==> run_1/cell_classes.png <==
Scale bar: 20 um.
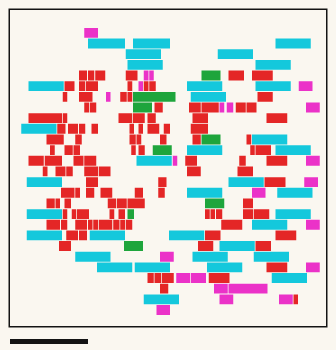
==> run_1/drive_strength.png <==
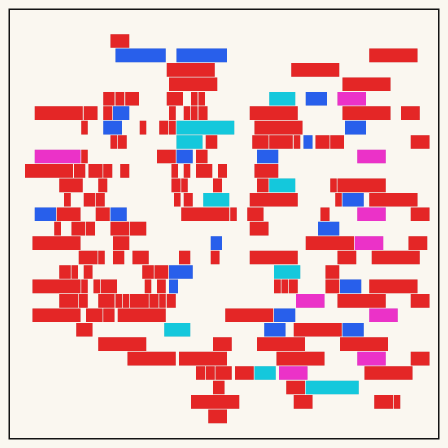
==> run_1/wire_density.png <==
Scale bar: 20 um. 16 x 16 tiles, from dark purple (low) to yellow (high), scaled to the fullest tile. Values are wire area over tile area, all layers added.
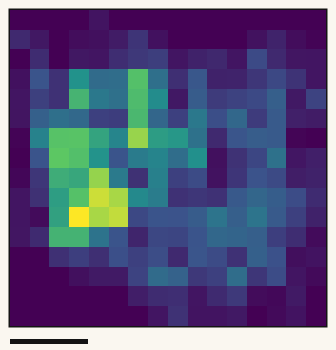
==> run_1/port_nets.png <==
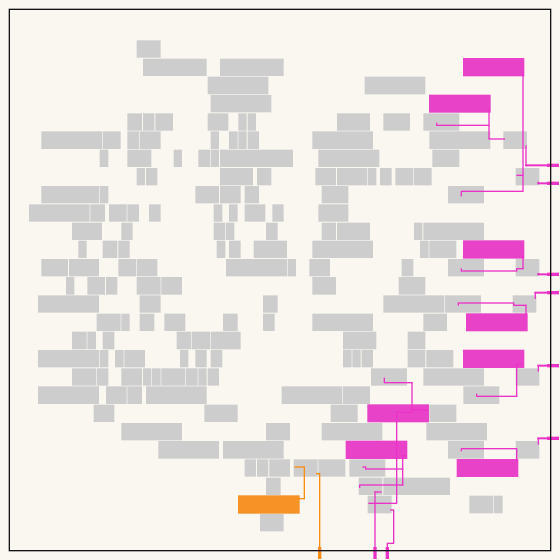
===== src/rtl/amber128_uart_pkg.sv =====
// Shared definitions for the amber128 UART receiver and transmitter.
// Holds the state encoding, the data width and the baud divisor rounding.
package amber128_uart_pkg;

    localparam int UART_DATA_BITS = 8;

    typedef enum logic [2:0] {
        ST_IDLE,
        ST_START,
        ST_DATA,
        ST_STOP,
        ST_WAIT_IDLE
    } uart_state_e;

    // Round to the nearest whole number of clocks per bit.
    function automatic int clks_per_bit(input int freq, input int baud);
        return (freq + baud / 2) / baud;
    endfunction

endpackage


===== src/rtl/amber128_sync2.sv =====
// Generic two-flop synchroniser for a single asynchronous input.
// RESET_VAL sets the level both flops hold during reset.
module amber128_sync2 #(
    parameter logic RESET_VAL = 1'b1
) (
    input  logic clk,
    input  logic rst,
    input  logic d,
    output logic q
);

    logic meta;

    always_ff @(posedge clk or posedge rst) begin
        if (rst) begin
            meta <= RESET_VAL;
            q    <= RESET_VAL;
        end else begin
            meta <= d;
            q    <= meta;
        end
    end

endmodule


===== src/rtl/amber128_uart_rx.sv =====
// 8N1 UART receiver with mid-bit sampling and a single-entry valid/ready output.
// Framing errors and overruns are reported as one-cycle pulses.
module amber128_uart_rx
    import amber128_uart_pkg::*;
#(
    parameter int CLOCK_FREQ_HZ = 27_000_000,
    parameter int BAUD_RATE     = 115_200
) (
    input  logic                      clk_i,
    input  logic                      rst_i,
    input  logic                      rx_i,
    output logic [UART_DATA_BITS-1:0] data_o,
    output logic                      valid_o,
    input  logic                      ready_i,
    output logic                      frame_err_o,
    output logic                      overrun_o
);

    localparam int CLKS_PER_BIT = clks_per_bit(CLOCK_FREQ_HZ, BAUD_RATE);
    localparam int HALF_BIT     = CLKS_PER_BIT / 2;
    localparam int CNT_W        = (CLKS_PER_BIT < 2) ? 1 : $clog2(CLKS_PER_BIT);

    if (CLKS_PER_BIT < 2) begin : g_bad_baud
        $fatal(1, "amber128_uart_rx: CLKS_PER_BIT must be at least 2");
    end

    logic                      rx_s;
    uart_state_e               state, state_n;
    logic [CNT_W-1:0]          cnt, cnt_n;
    logic [2:0]                bit_idx, bit_idx_n;
    logic [UART_DATA_BITS-1:0] shreg, shreg_n;
    logic                      deliver, frame_err;

    amber128_sync2 #(.RESET_VAL(1'b1)) u_sync_rx (
        .clk (clk_i),
        .rst (rst_i),
        .d   (rx_i),
        .q   (rx_s)
    );

    always_ff @(posedge clk_i or posedge rst_i) begin
        if (rst_i) begin
            state   <= ST_IDLE;
            cnt     <= '0;
            bit_idx <= '0;
            shreg   <= '0;
        end else begin
            state   <= state_n;
            cnt     <= cnt_n;
            bit_idx <= bit_idx_n;
            shreg   <= shreg_n;
        end
    end

    // Every path back to IDLE leaves rx_s high, so a low level there is a fresh edge.
    always_comb begin
        state_n   = state;
        cnt_n     = cnt;
        bit_idx_n = bit_idx;
        shreg_n   = shreg;
        deliver   = 1'b0;
        frame_err = 1'b0;
        case (state)
            ST_IDLE: begin
                if (!rx_s) begin
                    cnt_n   = CNT_W'(HALF_BIT - 1);
                    state_n = ST_START;
                end
            end
            ST_START: begin
                if (cnt == '0) begin
                    if (rx_s) begin
                        state_n = ST_IDLE;
                    end else begin
                        cnt_n     = CNT_W'(CLKS_PER_BIT - 1);
                        bit_idx_n = '0;
                        state_n   = ST_DATA;
                    end
                end else begin
                    cnt_n = cnt - 1'b1;
                end
            end
            ST_DATA: begin
                if (cnt == '0) begin
                    shreg_n[bit_idx] = rx_s;
                    cnt_n            = CNT_W'(CLKS_PER_BIT - 1);
                    if (bit_idx == 3'(UART_DATA_BITS - 1)) begin
                        state_n = ST_STOP;
                    end else begin
                        bit_idx_n = bit_idx + 1'b1;
                    end
                end else begin
                    cnt_n = cnt - 1'b1;
                end
            end
            ST_STOP: begin
                if (cnt == '0) begin
                    if (rx_s) begin
                        deliver = 1'b1;
                        state_n = ST_IDLE;
                    end else begin
                        frame_err = 1'b1;
                        state_n   = ST_WAIT_IDLE;
                    end
                end else begin
                    cnt_n = cnt - 1'b1;
                end
            end
            ST_WAIT_IDLE: begin
                if (rx_s) begin
                    state_n = ST_IDLE;
                end
            end
            default: state_n = ST_IDLE;
        endcase
    end

    // A byte landing on a full register is dropped unless the consumer empties it this cycle.
    always_ff @(posedge clk_i or posedge rst_i) begin
        if (rst_i) begin
            data_o      <= '0;
            valid_o     <= 1'b0;
            frame_err_o <= 1'b0;
            overrun_o   <= 1'b0;
        end else begin
            frame_err_o <= frame_err;
            overrun_o   <= deliver && valid_o && !ready_i;
            if (deliver && (!valid_o || ready_i)) begin
                data_o  <= shreg;
                valid_o <= 1'b1;
            end else if (valid_o && ready_i) begin
                valid_o <= 1'b0;
            end
        end
    end

endmodule

===== config.mk =====
export PLATFORM = sky130hd
export DESIGN_NAME = amber128_uart_rx
export DESIGN_NICKNAME = d
export VERILOG_FILES = /design/src/rtl/amber128_uart_pkg.sv /design/src/rtl/amber128_sync2.sv /design/src/rtl/amber128_uart_rx.sv
export SDC_FILE = /design/constraint.sdc
export NUM_CORES = 1
export LEC_CHECK = 0
export ABC_AREA = 0
export CAP_MARGIN = 0
export CORE_MARGIN = 1.5
export CORE_UTILIZATION = 30
export DETAILED_ROUTE_END_ITERATION = 6
export GPL_TIMING_DRIVEN = 0
export PLACE_DENSITY_LB_ADDON = 0.08
export SYNTH_ARGS = -nofsm -noshare
export SYNTH_HDL_FRONTEND = slang
export SYNTH_SLANG_ARGS = --single-unit

===== constraint.sdc =====
create_clock -name clk_i -period 5.75 [get_ports clk_i]
set_clock_uncertainty 0.2 [all_clocks]
set_input_delay 1.15 -clock clk_i [delete_from_list [all_inputs] [get_ports clk_i]]
set_output_delay 1.15 -clock clk_i [all_outputs]
set_load 0.005 [all_outputs]

==> flow_summary_export.csv, run 1 <==
group,metric,value,unit
synthesis,synth_flops,35,
clocking,cts_sinks,35,
timing,rsz0062_at_grt,"no",
clocking,post_cts_buffers,0,
finish,combAreaFraction,39.4,%
worst_hold_path,min_to,"u_sync_rx.q",
worst_setup_path,cp_slowest_cell,"or4b_1",
power_and_ir_drop,power.density,224,mW/mm2
finish,logic_gates,110,
detailed_routing,via_count,1359,
synthesis,edf_count,0,
worst_setup_path,crit_fanout,7,
detailed_routing,wirelength,3970,um
timing,setup_viol,0,
synthesis,ys_top_logic_family,"simple AND/OR/NAND/NOR gates",
synthesis,synthDistinctLibCells,47,
power_and_ir_drop,pg_clk,231,uW
finish,lay_top_cells,"33 x dfrtp_1, 14 x clkdlybuf4s50_1, 10 x nor2_1, 10 x mux2_2",
finish,n_all_buffers,23,
detailed_routing,remaining_drc_errors,0,
power_and_ir_drop,vdd_drop_max,90.2,uV
synthesis,top_cells_by_area,"dfrtp_1 46%, mux2_4 6.6%, mux2_2 6.2%",
finish,seq_cells,35,
worst_setup_path,start_kind,"flop",
global_routing,first_global_vias,1417,
worst_setup_path,critPathMaxStageDelay,0.51,ns
power_and_ir_drop,p_seq_share,50.5,%
timing,timing.final.crit_share,47.1,%
detailed_routing,ant_nets,0,
finish,nClkBuffers,6,
worst_setup_path,ff2ff_path_depth,6,
finish,n_antenna_cell,0,
finish,drive_above_1_share,20.7,%
global_routing,grt_pass1_wl,6960,um
clocking,cts-root-buf,"clkbuf_8",
worst_setup_path,reg2reg_from,"cnt[0]",
die,die_h,80.6,um
synthesis,yosys_warnings,0,
synthesis,avgSynthCellArea,11.2,um2
synthesis,yosysCellCount,161,
status,status,"finished clean",
finish,final_cell_area,0.00219,mm2
worst_setup_path,cp-endpoint,"cnt[1]",
power_and_ir_drop,intPower,392,uW
timing,hold_violations,0,
detailed_routing,routedWlPerCell,15.3,um
timing,fin_crit,2.71,ns
worst_setup_path,setup.worst_path.end_class,"flop",
timing,setup_slack,3.04,ns
timing,slew_headroom,47.7,%
synthesis,synthTopCellsByCount,"33 x dfrtp_1, 10 x mux2_2, 10 x nor2_1",
synthesis,synthArstFlopShare,100,%
worst_setup_path,cp-startpoint,"cnt[0]",
placement,dp_hpwl,2840,um
finish,seq_area,878,um2
placement,gp_congestion,0.855,
finish,nNonClkInverters,8,
power_and_ir_drop,p_comb,12.2,uW
detailed_routing,drt_iter0_markers,68,
synthesis,ys_sh_mux,13.4,%
power_and_ir_drop,powerSeq,248,uW
global_routing,antenna_found_initial,0,
power_and_ir_drop,power_leader,"registers",
clocking,cts_buffers,5,
global_routing,overflow,0,
synthesis,ys_area,0.00181,mm2
power_and_ir_drop,power.switching,98.6,uW
die,tap_cells,75,
synthesis,synthCells,161,
power_and_ir_drop,p_sw_share,20.1,%
power_and_ir_drop,p_total,491,uW
power_and_ir_drop,p_clk_share,47.0,%
timing,timing.fmax,369,MHz
timing,worst_pin_slew,0.779,ns
worst_setup_path,cp.arrival,2.68,ns
About cell_classes.png:
- green: clock drivers and dummy loads (cells 8; share of their area 5.6%)
- cyan: flip-flops (cells 35; share of their area 42%)
- red: all other logic (cells 118; share of their area 43%)
- magenta: other buffers and delay cells (cells 23; share of their area 9.9%)
flop share of the area: 40.2%
core area: 0.00589 mm2
fin util: 37.2%
site row count: 28

About drive_strength.png:
- blue: drive 2 (cells 20)
- cyan: drive 6 and up (cells 9)
- red: drive 1 or less (cells 146)
- magenta: drive 3 to 4 (cells 9)

About wire_density.png:
- tiles over half the peak: 11%
- nearly empty tiles: 19%
- mean over tiles: 0.094
- densest ninth of the die: west
- emptiest ninth of the die: north-east

About port_nets.png:
- orange: overrun_o (bits 1; direction output; end cells 1; buffers 1; wire 18.6 um)
- magenta: data_o (bits 8; direction output; end cells 8; buffers 8; wire 172 um)

==> run 1: state kept, by name (all words and copies together), names as in the netlist <==
| signal | cells |
|---|---|
| data_o | 8 |
| state | 3 |
| frame_err_o | 1 |
| bit_idx | 3 |
| u_sync_rx.q | 1 |
| valid_o | 1 |
| u_sync_rx.meta | 1 |
| overrun_o | 1 |
| shreg | 8 |
| cnt | 8 |
==> run 1: routing by layer <==
metal / GRT usage [%] / wire length (um)
met1: 16.6 / 1720
met2: 24.1 / 2050
met3: 3.86 / 126
met4: 7.24 / 68
met5: 0 / 0
==> run 1: worst max-delay path: cells and delay by family, from the launching register on <==
kind / cells / cell delay (ns)
compound gates: 2 / 0.76
simple gates: 1 / 0.51
mux: 1 / 0.35
buf+inv: 1 / 0.14
flops: 1 / 0.45
fa+ha+maj: 1 / 0.19
==> run 1 -> run 2 <==
- clock period: 5.75 -> 2.2 ns (I/O delays scaled with it)
==> run_2/final_congestion.png <==
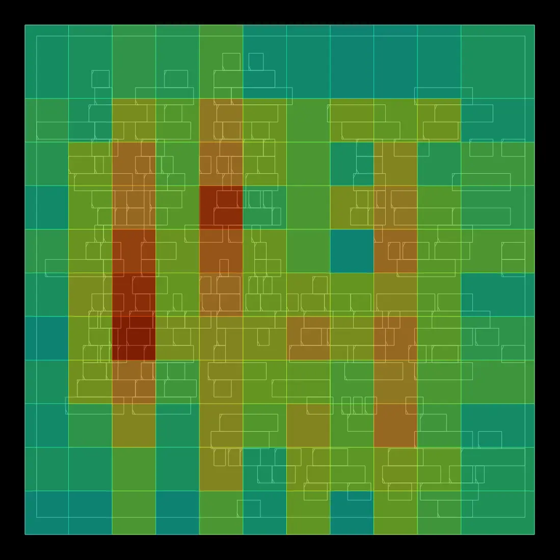
met3 Use GR: 4.77%
WL/cell: 14.7 um

==> run_2/wire_density.png <==
Scale bar: 20 um. 16 x 16 tiles, from dark purple (low) to yellow (high), scaled to the fullest tile. Values are wire area over tile area, all layers added.
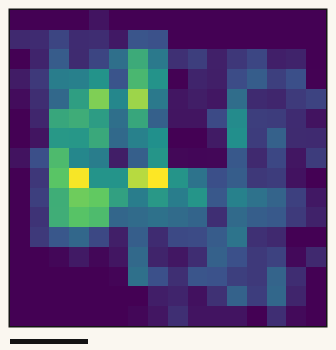
- densest ninth of the die: west
- fullest tile: 0.46
- nearly empty tiles: 27%

==> run 2 against run 1 <==
Final cell count grew 4.2%. Die area is the same. Via count grew 1.7%. Critical path depth grew 2. Non-clock buffer count grew 11. Clock power grew 100%. Final area grew 5.4%. Sequential cell count is the same. Largest power group unchanged. Highest routed layer unchanged.
==> flow_summary_export.csv, run 2 <==
group,metric,value,unit
worst_setup_path,cp_slowest_cell,"dfrtp_2",
global_routing,overflow,0,
worst_setup_path,ff2ff_path_depth,8,
status,status,"finished clean",
synthesis,ys_area,0.00181,mm2
synthesis,yosys_warnings,0,
power_and_ir_drop,p_seq_share,56.4,%
clocking,post_cts_buffers,9,
finish,drive_above_1_share,30.3,%
finish,top_regs,"cnt: 8 flops, data_o: 8 flops, shreg: 8 flops",
clocking,cts_buffers,5,
synthesis,top_cells_by_area,"dfrtp_1 46%, mux2_4 6.6%, mux2_2 6.2%",
timing,fin_crit,2.17,ns
global_routing,grt_pass1_wl,6640,um
finish,nNonClkInverters,8,
power_and_ir_drop,powerSeq,648,uW
power_and_ir_drop,power_leader,"registers",
worst_setup_path,start_kind,"flop",
global_routing,first_global_vias,1361,
finish,combAreaFraction,39.8,%
die,tap_cells,75,
timing,hold_violations,0,
global_routing,antenna_found_initial,0,
synthesis,yosysCellCount,161,
placement,dp_hpwl,2780,um
power_and_ir_drop,p_clk_share,40.8,%
finish,lay_top_cells,"32 x dfrtp_1, 14 x clkdlybuf4s50_1, 12 x buf_4, 10 x mux2_2, 9 x nor2_1",
detailed_routing,via_count,1382,
placement,gp_congestion,0.815,
power_and_ir_drop,p_comb,32.4,uW
synthesis,edf_count,0,
timing,slew_headroom,56.8,%
worst_setup_path,setup.worst_path.end_class,"flop",
finish,n_antenna_cell,0,
worst_setup_path,path_buffers,3,
timing,rsz0062_at_grt,"yes",
worst_hold_path,min_to,"u_sync_rx.q",
power_and_ir_drop,vdd_drop_max,315,uV
worst_setup_path,path_delay_family,"simple AND/OR/NAND/NOR gates",
power_and_ir_drop,pg_clk,469,uW
die,num_rows,28,
finish,logic_gates,110,
timing,worst_pin_slew,0.647,ns
synthesis,synthDistinctLibCells,47,
synthesis,avgSynthCellArea,11.2,um2
finish,nClkBuffers,5,
synthesis,ys_sh_mux,13.4,%
clocking,cts_sinks,35,
worst_setup_path,reg2reg_from,"cnt[0]",
power_and_ir_drop,intPower,878,uW
worst_setup_path,cp.arrival,2.15,ns
detailed_routing,ant_nets,0,
[run 2: per-layer routing]
metal / vias up / routed length (um) / GRT usage, % / part of all wire [%]
met4: 0 / 70 / 4.31 / 1.8
li1: 665 / - / - / -
met2: 23 / 1990 / 22.7 / 50
met1: 685 / 1770 / 16.7 / 45
met3: 9 / 137 / 4.77 / 3.5
met5: - / 0 / 0 / 0
[run 2: how the worst max path moves through the flow]
stage	cells after the start	from	slack [ns]	endpoint
detailed placement	7	cnt[0]	-0.37	data_o[2]
global route	7	cnt[1]	-0.05	shreg[6]
CTS	4	cnt[3]	0.004	state[2]
global placement	7	cnt[0]	-0.34	data_o[6]
floorplan	7	cnt[0]	-0.07	data_o[0]
finish	8	cnt[0]	0.03	data_o[4]
Power and IR drop assume default switching activity.
